`config.mk`:
```
export PLATFORM = sky130hd
export DESIGN_NAME = instr_encoder
export DESIGN_NICKNAME = d
export VERILOG_FILES = /design/src/rtl/instr_encoder.sv
export SDC_FILE = /design/constraint.sdc
export NUM_CORES = 1
export LEC_CHECK = 0
export CELL_PAD_IN_SITES_DETAIL_PLACEMENT = 1
export CELL_PAD_IN_SITES_GLOBAL_PLACEMENT = 1
export CORE_UTILIZATION = 32
export CTS_BUF_LIST = sky130_fd_sc_hd__clkbuf_16
export CTS_CLUSTER_DIAMETER = 100
export DETAILED_ROUTE_END_ITERATION = 16
export PLACE_DENSITY_LB_ADDON = 0.1
export SYNTH_ARGS = -nofsm -noshare
export SYNTH_HDL_FRONTEND = slang
export SYNTH_SLANG_ARGS = --single-unit
```
`constraint.sdc`:
```
create_clock -name clk -period 3.3 [get_ports clk]
set_clock_uncertainty 0.05 [all_clocks]
set_input_delay 0.66 -clock clk [delete_from_list [all_inputs] [get_ports clk]]
set_output_delay 0.66 -clock clk [all_outputs]
set_load 0.01 [all_outputs]
```
`src/rtl/instr_encoder.sv`:
```
// Instruction encoder: range-checks structured instruction requests, packs them into
// 16-bit words and streams them into IMEM at consecutive addresses from a start pulse.
module instr_encoder #(
  parameter int ADDR_W = 8,
  parameter int DEPTH  = 256
) (
  input  logic              clk,
  input  logic              reset,
  input  logic              start,
  input  logic              in_valid,
  output logic              in_ready,
  input  logic [3:0]        in_opcode,
  input  logic [2:0]        in_rd,
  input  logic [2:0]        in_rs1,
  input  logic [2:0]        in_rs2,
  input  logic [15:0]       in_imm,
  output logic              imem_we,
  output logic [ADDR_W-1:0] imem_addr,
  output logic [15:0]       imem_wdata,
  output logic [ADDR_W:0]   count,
  output logic              full,
  output logic              err,
  output logic [1:0]        err_code,
  output logic [1:0]        dbg_state
);

  // Handshake: a request is taken on a rising edge where in_valid && in_ready;
  // in_ready is high only in RUN and never in a cycle that carries start.

  typedef enum logic [1:0] {
    S_IDLE = 2'd0,
    S_RUN  = 2'd1,
    S_FULL = 2'd2,
    S_ERR  = 2'd3
  } state_t;

  localparam logic [3:0] OP_LW    = 4'd0;
  localparam logic [3:0] OP_SW    = 4'd1;
  localparam logic [3:0] OP_ADD   = 4'd2;
  localparam logic [3:0] OP_ADDI  = 4'd3;
  localparam logic [3:0] OP_AND   = 4'd4;
  localparam logic [3:0] OP_ANDI  = 4'd5;
  localparam logic [3:0] OP_OR    = 4'd6;
  localparam logic [3:0] OP_XOR   = 4'd7;
  localparam logic [3:0] OP_SRAI  = 4'd8;
  localparam logic [3:0] OP_SLLI  = 4'd9;
  localparam logic [3:0] OP_BEQZ  = 4'd10;
  localparam logic [3:0] OP_BNEQZ = 4'd11;

  localparam logic [1:0] EC_NONE  = 2'd0;
  localparam logic [1:0] EC_OPC   = 2'd1;
  localparam logic [1:0] EC_RANGE = 2'd2;
  localparam logic [1:0] EC_ZERO  = 2'd3;

  localparam logic [ADDR_W:0] DEPTH_C = (ADDR_W+1)'(DEPTH);

  state_t              r_state;
  logic                r_we;
  logic [ADDR_W-1:0]   r_addr;
  logic [15:0]         r_wdata;
  logic [ADDR_W:0]     r_count;
  logic                r_full;
  logic                r_err;
  logic [1:0]          r_err_code;

  logic signed [15:0]  w_imm;
  logic                w_imm_zero;
  logic                w_imm7_ok;
  logic                w_imm6_ok;
  logic                w_shamt_ok;
  logic                w_off9_ok;
  logic                w_base_ok;
  logic [15:0]         w_word;
  logic [1:0]          w_code;
  logic                w_fire;
  logic [ADDR_W:0]     w_count_inc;

  assign w_imm      = in_imm;
  assign w_imm_zero = (in_imm == 16'h0000);
  assign w_imm7_ok  = (w_imm >= -16'sd64)  && (w_imm <= 16'sd63);
  assign w_imm6_ok  = (w_imm >= -16'sd32)  && (w_imm <= 16'sd31);
  assign w_shamt_ok = (w_imm >= 16'sd1)    && (w_imm <= 16'sd15);
  assign w_off9_ok  = (w_imm >= -16'sd256) && (w_imm <= 16'sd255);
  // Only two base-register bits fit in the imm7 form.
  assign w_base_ok  = ~in_rs1[2];

  // Field packing and legality; zero-nzimm is reported ahead of a plain range error.
  always_comb begin
    w_word         = 16'h0000;
    w_code         = EC_NONE;
    w_word[15:12]  = in_opcode;
    case (in_opcode)
      OP_LW, OP_SW, OP_ANDI: begin
        w_word[11:9] = in_rd;
        w_word[8:7]  = in_rs1[1:0];
        w_word[6:0]  = in_imm[6:0];
        if (!w_imm7_ok || !w_base_ok) w_code = EC_RANGE;
      end
      OP_ADD, OP_AND, OP_OR, OP_XOR: begin
        w_word[11:9] = in_rd;
        w_word[8:6]  = in_rs1;
        w_word[5:3]  = in_rs2;
      end
      OP_ADDI: begin
        w_word[11:9] = in_rd;
        w_word[5:0]  = in_imm[5:0];
        if (w_imm_zero)      w_code = EC_ZERO;
        else if (!w_imm6_ok) w_code = EC_RANGE;
      end
      OP_SRAI, OP_SLLI: begin
        w_word[11:9] = in_rd;
        w_word[5:0]  = in_imm[5:0];
        if (w_imm_zero)       w_code = EC_ZERO;
        else if (!w_shamt_ok) w_code = EC_RANGE;
      end
      OP_BEQZ, OP_BNEQZ: begin
        w_word[11:9] = in_rd;
        w_word[8:0]  = in_imm[8:0];
        if (!w_off9_ok) w_code = EC_RANGE;
      end
      default: begin
        w_word = 16'h0000;
        w_code = EC_OPC;
      end
    endcase
  end

  assign in_ready    = (r_state == S_RUN) && !start;
  assign w_fire      = in_valid && in_ready;
  assign w_count_inc = r_count + 1'b1;

  always_ff @(posedge clk) begin
    if (reset) begin
      r_state    <= S_IDLE;
      r_we       <= 1'b0;
      r_addr     <= '0;
      r_wdata    <= 16'h0000;
      r_count    <= '0;
      r_full     <= 1'b0;
      r_err      <= 1'b0;
      r_err_code <= EC_NONE;
    end else begin
      r_we <= 1'b0;
      if (start) begin
        r_state    <= S_RUN;
        r_count    <= '0;
        r_full     <= 1'b0;
        r_err      <= 1'b0;
        r_err_code <= EC_NONE;
      end else if (w_fire) begin
        if (w_code != EC_NONE) begin
          r_state    <= S_ERR;
          r_err      <= 1'b1;
          r_err_code <= w_code;
        end else begin
          r_we    <= 1'b1;
          r_addr  <= r_count[ADDR_W-1:0];
          r_wdata <= w_word;
          r_count <= w_count_inc;
          if (w_count_inc == DEPTH_C) begin
            r_state <= S_FULL;
            r_full  <= 1'b1;
          end
        end
      end
    end
  end

  assign imem_we    = r_we;
  assign imem_addr  = r_addr;
  assign imem_wdata = r_wdata;
  assign count      = r_count;
  assign full       = r_full;
  assign err        = r_err;
  assign err_code   = r_err_code;
  assign dbg_state  = r_state;

endmodule

```
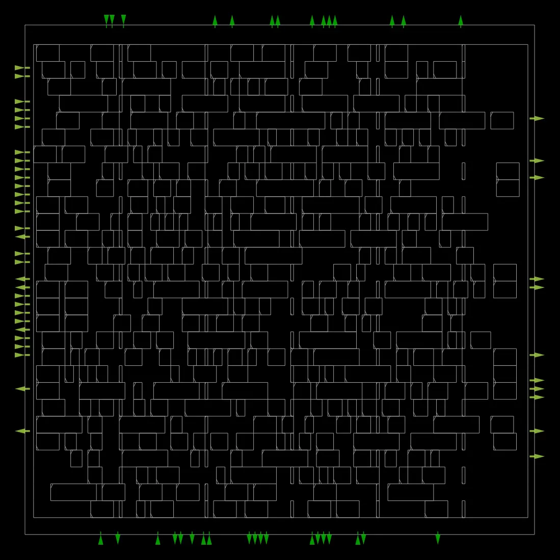
(cell placement)
final core utilization: 52.0%
Taps Inserted: 75

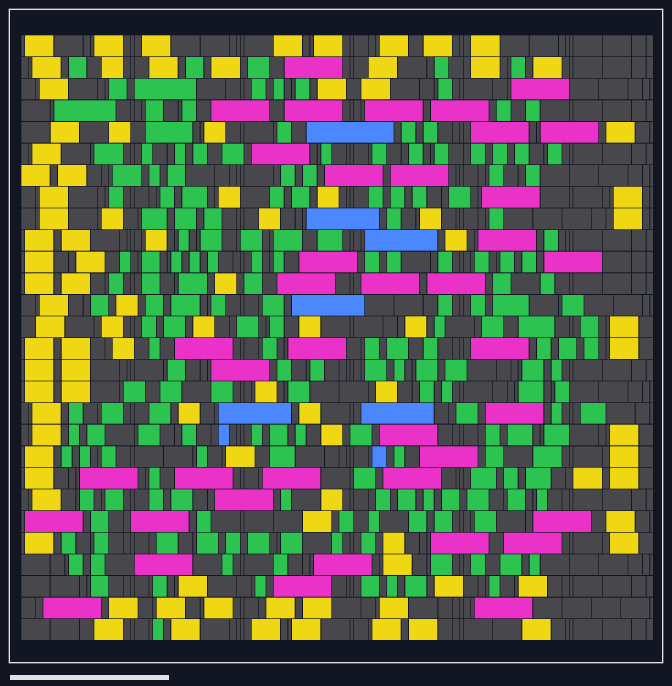
(placed cells, one colour a class)
The bar under the picture is 20 µm long. Fill, decap, tap and diode cells in grey.
Key: other buffers and delay cells = yellow [cells 97, share of their area 30%]; flip-flops = magenta [cells 40, share of their area 26%]; all other logic = green [cells 195, share of their area 39%]; clock drivers and dummy loads = blue [cells 8, share of their area 5.4%]

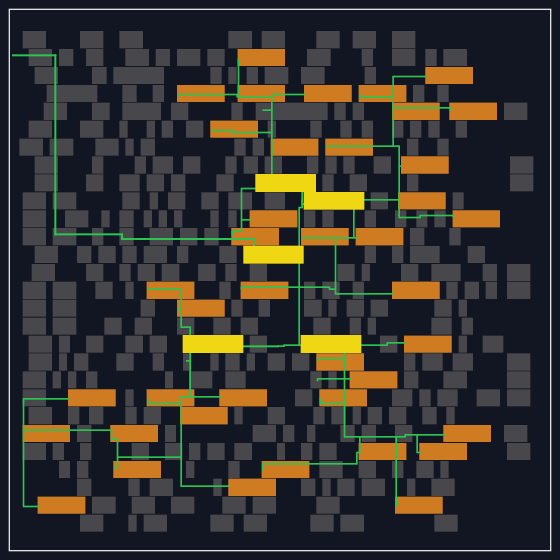
(routed clock nets over the placement)
Key: flip-flops = orange [count 40]; clock wires = green [length 503 µm]; cells driving clock nets = yellow [count 5]
There are 6 routed clock nets.

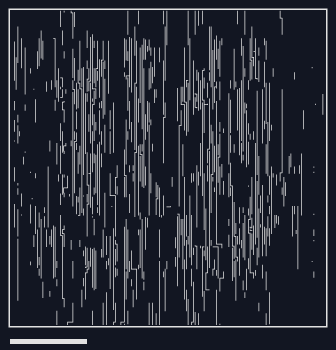
(signal wires on met2)
The bar under the picture is 20 µm long.
334 nets have wire on it. The wires run mostly vertical. The longest straight run is 37.1 µm. The layer holds 50% of the routed length.

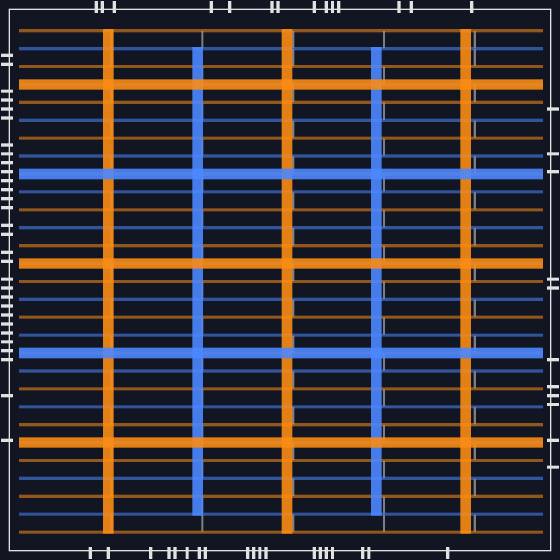
(PDN straps and rails)
Pins as bars on the die edge. Tap cells in grey.
Key: VDD = blue; VSS = orange
74 signal pins sit on the boundary. 5 straps on met5.

==> flow_summary_export.csv <==
group,metric,value,unit
cts,postCtsHoldBufs,0,
logic_synthesis,ys_sh_xor,0.427,%
setup_path,ff2ff_setup_slack,1170,ps
final_timing,period_minus_slack,3160,ps
logic_synthesis,synthTopLogicFamily,"AND-OR/OR-AND gates",
routing,vias_per_cell,5.49,
cts,cts_resized,0,
routing,postRouteAntennaNets,0,
logic_synthesis,ys_sh_mux,0.977,%
setup_path,worstPathRequired,3450,ps
placement,gp_congestion,0.825,
power_and_ir_drop,p_seq_share,40.7,%
layout,nFillCells,733,
job,cap_violations,0,
setup_path,crit_type,"input port to flop",
routing,wl,6.71,mm
cts,cts.sinks,40,
job,warnings,27,
logic_synthesis,ys_types,48,
power_and_ir_drop,total_power,0.00121,W
placement,place_ws,-118,ps
placement,post-place-cells,406,
cts,cts-buffers-inserted,5,
setup_path,critical_path_depth,9,
setup_path,slowest_delay,480,ps
logic_synthesis,synth.ff_latch_count,40,
final_timing,worst_pin_slew,414,ps
logic_synthesis,ys_async_sr_fraction,0,%
run_status,status,"complete, no violations",
final_timing,hold_ws,402,ps
## logic make-up (layout without fill, tap and decap cells)
| logic type | count (synthesis) | after routing |
|---|---|---|
| fa+ha+maj | 2 | 2 |
| flops | 40 | 40 |
| simple gates | 90 | 90 |
| mux | 2 | 2 |
| buf+inv | 21 | 109 |
| compound gates | 96 | 96 |
| xor+xnor | 1 | 1 |
## registers in the layout, summed over array words and instances, names as in the netlist
register	count
err	1
err_code	2
imem_addr	8
imem_we	1
full	1
imem_wdata	16
dbg_state	2
count	9
## cell type report
cell class	count	area share, %
flip-flops and latches	40	25.4
clock inverters	3	1.23
clock buffers	5	3.97
multi-input cells	191	37.0
inverters	4	0.477
repair buffers	97	28.9
well taps	75	2.98
## power groups by stage
stage / logic (W) / registers [W] / clock network (W)
detailed placement: 0.000180 / 0.000503 / 0
CTS: 0.000181 / 0.000492 / 0.000544
finish: 0.000181 / 0.000492 / 0.000536
global route: 0.000197 / 0.000493 / 0.000567
floorplan: 0.0000695 / 0.000505 / 0
global placement: 0.000177 / 0.000503 / 0
## per-stage QoR
stage / instance area, µm² / TNS, ps
floorplan: 2050 / 0
global placement: 2980 / -46.3
detailed placement: 2980 / -715
CTS: 3140 / 0
global route: 3150 / 0
finish: 3150 / 0
## layer usage
metal  wire, µm  up-vias  GRT usage [%]
met5          0        -              0
met4         43        0           5.79
met3        276        6           4.00
met2       3350       63           36.3
met1       3030     1089           26.8
li1           -     1122              -
## how the worst max path moves through the flow
stage / startpoint / end / slack, ps
6_report: in_imm[8] / count[6] / 140
3_5_place_dp: in_imm[8] / count[7] / -120
2_1_floorplan: in_imm[10] / imem_wdata[10] / 610
5_1_grt: in_imm[8] / count[3] / 30
3_3_place_gp: in_imm[8] / count[3] / -10
4_1_cts: in_imm[8] / count[6] / 140
Power figures rest on the tool's default switching activity, not on a simulated workload.
